===== src/rtl/uart_frame_loader_pkg.sv =====
// ============================================================================
// Module   : uart_frame_loader_pkg
// Brief    : Shared frame protocol constants, default frame geometry, FSM states.
// Revision : 1.0 - initial release
// ============================================================================
`default_nettype none

package uart_frame_loader_pkg;

    localparam logic [7:0] SYNC0 = 8'hAA;
    localparam logic [7:0] SYNC1 = 8'h55;
    localparam logic [7:0] ACK   = 8'h06;
    localparam logic [7:0] NAK   = 8'h15;

    // Geometry shared with the frame-RAM controller (128x128 RGB332)
    localparam int unsigned DEF_PIX_NUM     = 16384;
    localparam int unsigned DEF_ADDR_W      = 14;
    localparam int unsigned DEF_TIMEOUT_CYC = 5_000_000;

    typedef enum logic [1:0] {
        ST_IDLE  = 2'd0,
        ST_HDR   = 2'd1,
        ST_PIXEL = 2'd2,
        ST_CSUM  = 2'd3
    } frame_state_t;

endpackage

`default_nettype wire


===== src/rtl/uart_byte_timeout.sv =====
// ============================================================================
// Module   : uart_byte_timeout
// Brief    : Inter-byte idle counter; pulses o_term on the cycle it would reach TIMEOUT_CYC.
// Revision : 1.0 - initial release
// ============================================================================
`default_nettype none

module uart_byte_timeout #(
    parameter int unsigned TIMEOUT_CYC = 5_000_000
) (
    input  logic clk,
    input  logic rst,
    input  logic i_en,
    input  logic i_clr,
    output logic o_term
);

    localparam int unsigned c_cnt_w = $clog2(TIMEOUT_CYC + 1);
    localparam logic [c_cnt_w-1:0] c_term_val = c_cnt_w'(TIMEOUT_CYC - 1);

    logic [c_cnt_w-1:0] r_cnt;

    // A clear in the terminal cycle suppresses the pulse: the byte wins.
    assign o_term = i_en && !i_clr && (r_cnt == c_term_val);

    always_ff @(posedge clk) begin
        if (rst) begin
            r_cnt <= '0;
        end else if (i_clr || !i_en || o_term) begin
            r_cnt <= '0;
        end else begin
            r_cnt <= r_cnt + 1'b1;
        end
    end

endmodule

`default_nettype wire


===== src/rtl/uart_frame_loader.sv =====
// ============================================================================
// Module   : uart_frame_loader
// Brief    : UART byte-stream framer: sync hunt, pixel writes, checksum, ACK/NAK.
// Revision : 1.0 - initial release
// ============================================================================
`default_nettype none

module uart_frame_loader
    import uart_frame_loader_pkg::*;
#(
    parameter int unsigned PIX_NUM     = DEF_PIX_NUM,
    parameter int unsigned ADDR_W      = DEF_ADDR_W,
    parameter int unsigned TIMEOUT_CYC = DEF_TIMEOUT_CYC
) (
    input  logic              sclk,
    input  logic              rst,
    input  logic              pi_flag,
    input  logic [7:0]        pi_data,
    output logic              wr_en,
    output logic [ADDR_W-1:0] wr_addr,
    output logic [7:0]        wr_data,
    output logic              busy,
    output logic              frame_done,
    output logic              frame_err,
    output logic              tx_flag,
    output logic [7:0]        tx_data
);

    localparam logic [ADDR_W:0] c_last_pix = (ADDR_W + 1)'(PIX_NUM - 1);

    frame_state_t      r_state,   w_state_nxt;
    logic [ADDR_W:0]   r_pix_cnt, w_pix_cnt_nxt;
    logic [7:0]        r_sum,     w_sum_nxt;
    logic              r_wr_en,   w_wr_en_nxt;
    logic [ADDR_W-1:0] r_wr_addr, w_wr_addr_nxt;
    logic [7:0]        r_wr_data, w_wr_data_nxt;
    logic              r_busy,    w_busy_nxt;
    logic              r_done,    w_done_nxt;
    logic              r_err,     w_err_nxt;
    logic              r_tx_flag, w_tx_flag_nxt;
    logic [7:0]        r_tx_data, w_tx_data_nxt;

    logic w_in_frame;
    logic w_to_clr;
    logic w_timeout;

    assign w_in_frame = (r_state != ST_IDLE);
    assign w_to_clr   = pi_flag || (r_state == ST_IDLE);

    uart_byte_timeout #(
        .TIMEOUT_CYC (TIMEOUT_CYC)
    ) u_timeout (
        .clk    (sclk),
        .rst    (rst),
        .i_en   (w_in_frame),
        .i_clr  (w_to_clr),
        .o_term (w_timeout)
    );

    always_comb begin
        w_state_nxt   = r_state;
        w_pix_cnt_nxt = r_pix_cnt;
        w_sum_nxt     = r_sum;
        w_wr_en_nxt   = 1'b0;
        w_wr_addr_nxt = r_wr_addr;
        w_wr_data_nxt = r_wr_data;
        w_busy_nxt    = r_busy;
        w_done_nxt    = 1'b0;
        w_err_nxt     = 1'b0;
        w_tx_flag_nxt = 1'b0;
        w_tx_data_nxt = r_tx_data;

        if (w_timeout) begin
            w_state_nxt   = ST_IDLE;
            w_busy_nxt    = 1'b0;
            w_err_nxt     = 1'b1;
            w_tx_flag_nxt = 1'b1;
            w_tx_data_nxt = NAK;
        end else if (pi_flag) begin
            case (r_state)
                ST_IDLE: begin
                    if (pi_data == SYNC0) begin
                        w_state_nxt = ST_HDR;
                    end
                end
                ST_HDR: begin
                    // A repeated SYNC0 may be the real start of the header.
                    if (pi_data == SYNC1) begin
                        w_state_nxt   = ST_PIXEL;
                        w_pix_cnt_nxt = '0;
                        w_sum_nxt     = '0;
                        w_busy_nxt    = 1'b1;
                    end else if (pi_data != SYNC0) begin
                        w_state_nxt = ST_IDLE;
                    end
                end
                ST_PIXEL: begin
                    w_wr_en_nxt   = 1'b1;
                    w_wr_addr_nxt = r_pix_cnt[ADDR_W-1:0];
                    w_wr_data_nxt = pi_data;
                    w_sum_nxt     = r_sum + pi_data;
                    w_pix_cnt_nxt = r_pix_cnt + 1'b1;
                    if (r_pix_cnt == c_last_pix) begin
                        w_state_nxt = ST_CSUM;
                    end
                end
                ST_CSUM: begin
                    w_state_nxt   = ST_IDLE;
                    w_busy_nxt    = 1'b0;
                    w_tx_flag_nxt = 1'b1;
                    if (pi_data == r_sum) begin
                        w_done_nxt    = 1'b1;
                        w_tx_data_nxt = ACK;
                    end else begin
                        w_err_nxt     = 1'b1;
                        w_tx_data_nxt = NAK;
                    end
                end
                default: begin
                    w_state_nxt = ST_IDLE;
                end
            endcase
        end
    end

    always_ff @(posedge sclk) begin
        if (rst) begin
            r_state   <= ST_IDLE;
            r_pix_cnt <= '0;
            r_sum     <= '0;
            r_wr_en   <= 1'b0;
            r_wr_addr <= '0;
            r_wr_data <= '0;
            r_busy    <= 1'b0;
            r_done    <= 1'b0;
            r_err     <= 1'b0;
            r_tx_flag <= 1'b0;
            r_tx_data <= '0;
        end else begin
            r_state   <= w_state_nxt;
            r_pix_cnt <= w_pix_cnt_nxt;
            r_sum     <= w_sum_nxt;
            r_wr_en   <= w_wr_en_nxt;
            r_wr_addr <= w_wr_addr_nxt;
            r_wr_data <= w_wr_data_nxt;
            r_busy    <= w_busy_nxt;
            r_done    <= w_done_nxt;
            r_err     <= w_err_nxt;
            r_tx_flag <= w_tx_flag_nxt;
            r_tx_data <= w_tx_data_nxt;
        end
    end

    assign wr_en      = r_wr_en;
    assign wr_addr    = r_wr_addr;
    assign wr_data    = r_wr_data;
    assign busy       = r_busy;
    assign frame_done = r_done;
    assign frame_err  = r_err;
    assign tx_flag    = r_tx_flag;
    assign tx_data    = r_tx_data;

endmodule

`default_nettype wire

===== config.mk =====
export PLATFORM = sky130hd
export DESIGN_NAME = uart_frame_loader
export DESIGN_NICKNAME = d
export VERILOG_FILES = /design/src/rtl/uart_frame_loader_pkg.sv /design/src/rtl/uart_byte_timeout.sv /design/src/rtl/uart_frame_loader.sv
export SDC_FILE = /design/constraint.sdc
export NUM_CORES = 1
export LEC_CHECK = 0
export CAP_MARGIN = 20
export CORE_ASPECT_RATIO = 1.1
export CORE_MARGIN = 5
export CORE_UTILIZATION = 31
export DETAILED_ROUTE_END_ITERATION = 8
export HOLD_SLACK_MARGIN = 0.1
export RECOVER_POWER = 25
export SLEW_MARGIN = 25
export SYNTH_ARGS = -nofsm -noshare
export SYNTH_HDL_FRONTEND = slang
export SYNTH_SLANG_ARGS = --single-unit

===== constraint.sdc =====
create_clock -name sclk -period 2 [get_ports sclk]
set_clock_uncertainty 0.05 [all_clocks]
set_input_delay 0.4 -clock sclk [delete_from_list [all_inputs] [get_ports sclk]]
set_output_delay 0.4 -clock sclk [all_outputs]
set_load 0.01 [all_outputs]

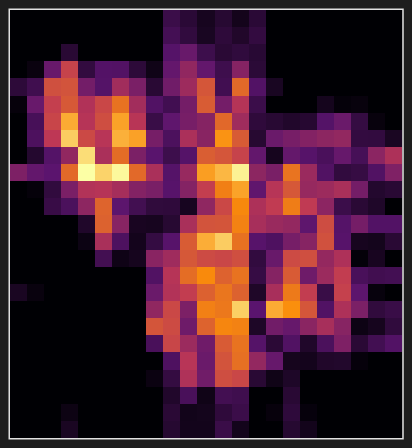
wire_density.png
The die is cut into 23 by 25 equal tiles; black is low, pale yellow is high, scaled to the fullest tile. Values are wire area over tile area, all layers added.
tiles over half the peak: 16%
fullest tile: 0.49
emptiest ninth of the die: bottom left
densest ninth of the die: middle
mean over tiles: 0.11
nearly empty tiles: 37%
Routed WL per cell: 13.86 um
final wirelength: 9787 um
via count: 3523
Tot GR Track Use: 0.1369

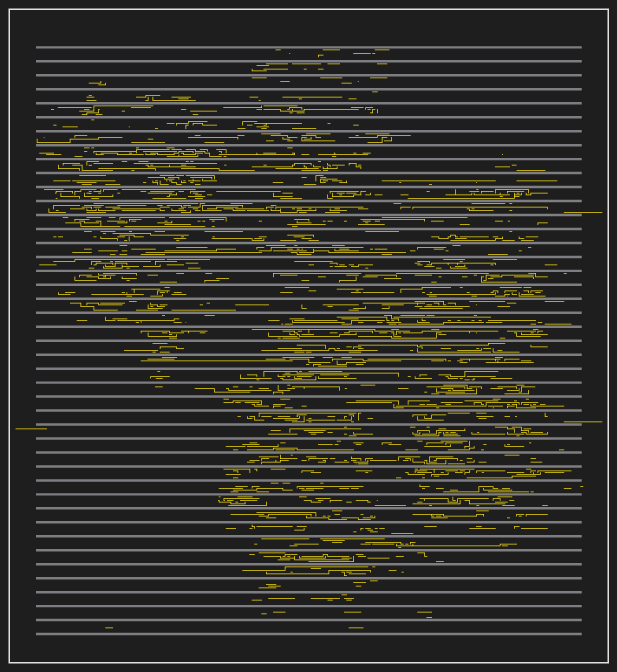
met1.png
Supply wires on this layer in grey.
share of all routed wire: 40%
longest straight run: 29.4 um
main direction: horizontal
grt met1 use: 0.1493

==> run notes <==
fresh numbers from the pnr run: Yosys warnings 0, Die H around 130 um, CP peak stage delay around 0.38 ns, CTS max path bufs 2, CTS tree yes, Post-route DRC 0, H-tree Lvls 3, Area growth syn-to-layout 40.51%, top cells by count dfxtp_1, nand2_1, nor2_1, routed vias/inst approximately 5, critical path depth 8, worst hold endpoint wr_addr[9]$_SDFFE_PP0P_, total global routing overflow 0, worst rel slew slack 0.6663, crit path from pi_data[0], Hold Crit Class reg -> reg, crit-path cells dlygate4sd2_1, ha_4, fa_2, a21o_1, a21o_1, and4_1, o311ai_2, a21oi_1, most frequent cell on the critical path a21o_1, status completed, first-pass GRT wire length 16250 um, Synth async-reset ratio 0, Mapped Cells 456, reg2reg end r_sum[6]$_SDFFE_PP0P_, slowest cell on the critical path fa_2, Synth flops roughly 78, endpoints failing setup 0, number of antenna violations at the first check in global routing 0, largest net degree at the start of global routing 30, Top-Level Pins about 46, area leader, netlist dfxtp_1, Max Slew Vio Count 0, Critical Path AT around 2.2 ns, hold path depth 2, Startpoint Class primary input, CP Data Required Time about 2.2 ns, most common flop cell mapped by yosys dfxtp_1, critical path class in -> reg, input/output buffers ~41
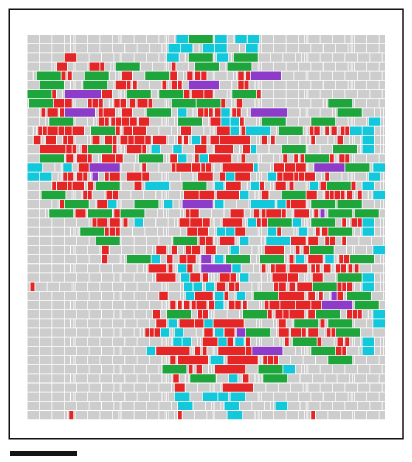
cell_classes.png
The bar under the picture is 20 um long. Fill, decap, tap and diode cells in grey.
[flip-flops] green | cells: 78
[clock drivers and dummy loads] purple | cells: 16
[all other logic] red | cells: 354
[other buffers and delay cells] cyan | cells: 104
sequential share of cell area: 0.2885
core area: 12140 um^2
Rows: 42
design area: 5416 um^2
Finished Core Util: 0.4462

==> state kept, by name, summed over array words and instances (netlist names), named ones only <==
register	cells
busy	1
frame_done	1
frame_err	1
r_pix_cnt	15
r_state	1
r_sum	8
tx_data	3
tx_flag	1
u_timeout.r_cnt	23
wr_addr	14
wr_data	8
wr_en	1
==> report_power, final <==
part	total, mW	leakage [nW]	internal (mW)	switching [mW]
logic	0.167	1.15	0.0817	0.0851
registers	1.55	0.628	1.55	0.000193
clock network	1.73	0.152	1.09	0.638
total	3.45	1.93	2.73	0.723
==> routing by layer <==
layer / vias to the layer above / share of wire / GRT usage
li1: 1769 / - / -
met1: 1655 / 0.40 / 0.1493
met2: 68 / 0.52 / 0.2404
met3: 31 / 0.045 / 0.04050
met4: 0 / 0.035 / 0.06280
met5: - / 0 / 0
==> cell usage in the layout, fill, tap and decap left out, drive strengths merged, types with 3 or more instances in the layout <==
master and count:
o21ai 4, a21oi 39, nor4b 4, ha 13, xnor2 30, nor3 10
nor4 19, o2111ai 3, or2 3, clkdlybuf4s50 18, buf 61, dlygate4sd3 15
nand3 32, nor3b 3, and3 5, dfxtp 78, clkbuf 12, nand2 70
clkinv 3, inv 14, and4 3, nor2 46, or4 3, nand4 4
xor2 9, dlymetal6s2s 7, conb 4
==> repair_timing <==
| action | 4_1_cts | 5_1_grt |
|---|---|---|
| resized | 12 | 31 |
| pin swaps | 2 | 3 |
| endpoints found under the setup margin | 28 | 25 |
| hold buffers | 0 | 0 |
==> tightest hold or removal path: stages (launching register included) <==
cell and delay (ns):
dfxtp_1 0.30, nand2_1 0.05, a21oi_1 0.05
==> area by class of cell <==
cell class | count | area (um^2)
clock inverters | 6 | 86.33
multi-input cells | 340 | 2346
inverters | 14 | 52.55
clock buffers | 10 | 229.0
repair buffers | 104 | 947.2
well taps | 154 | 192.7
fillers | 1170 | 6723
flip-flops and latches | 78 | 1563
==> metrics by stage <==
stage,cells,utilization,TNS [ns]
after floorplan,459,-,0
after global placement,690,0.4016,-11.27
after detailed placement,690,0.4016,-12.17
after CTS,706,0.4329,-0.01552
after global routing,706,0.4462,-0.06798
final,706,0.4462,0
==> cells by family (layout without fill, tap and decap cells) <==
group	count (synthesis)	count (layout)	synth area share
muxes	1	1	0.002597
xor gates and xnor gates	39	39	0.08861
buffers and inverters	41	134	0.05291
adders and majority gates	14	14	0.04739
AOI/OAI and AO/OA	66	66	0.1130
DFF	78	78	0.4051
other	1	4	0.0009728
and+or+nand+nor	216	216	0.2895
==> worst max-delay path by stage <==
stage                                  to  slack (ns)
finish              r_sum[6]$_SDFFE_PP0P_       0.005
detailed placement  r_sum[6]$_SDFFE_PP0P_       -0.53
floorplan           r_sum[6]$_SDFFE_PP0P_        0.03
global route        r_sum[6]$_SDFFE_PP0P_       -0.07
global placement    r_sum[6]$_SDFFE_PP0P_       -0.54
CTS                 r_sum[7]$_SDFFE_PP0P_       -0.02
Power figures rest on the tool's default switching activity, not on a simulated workload.
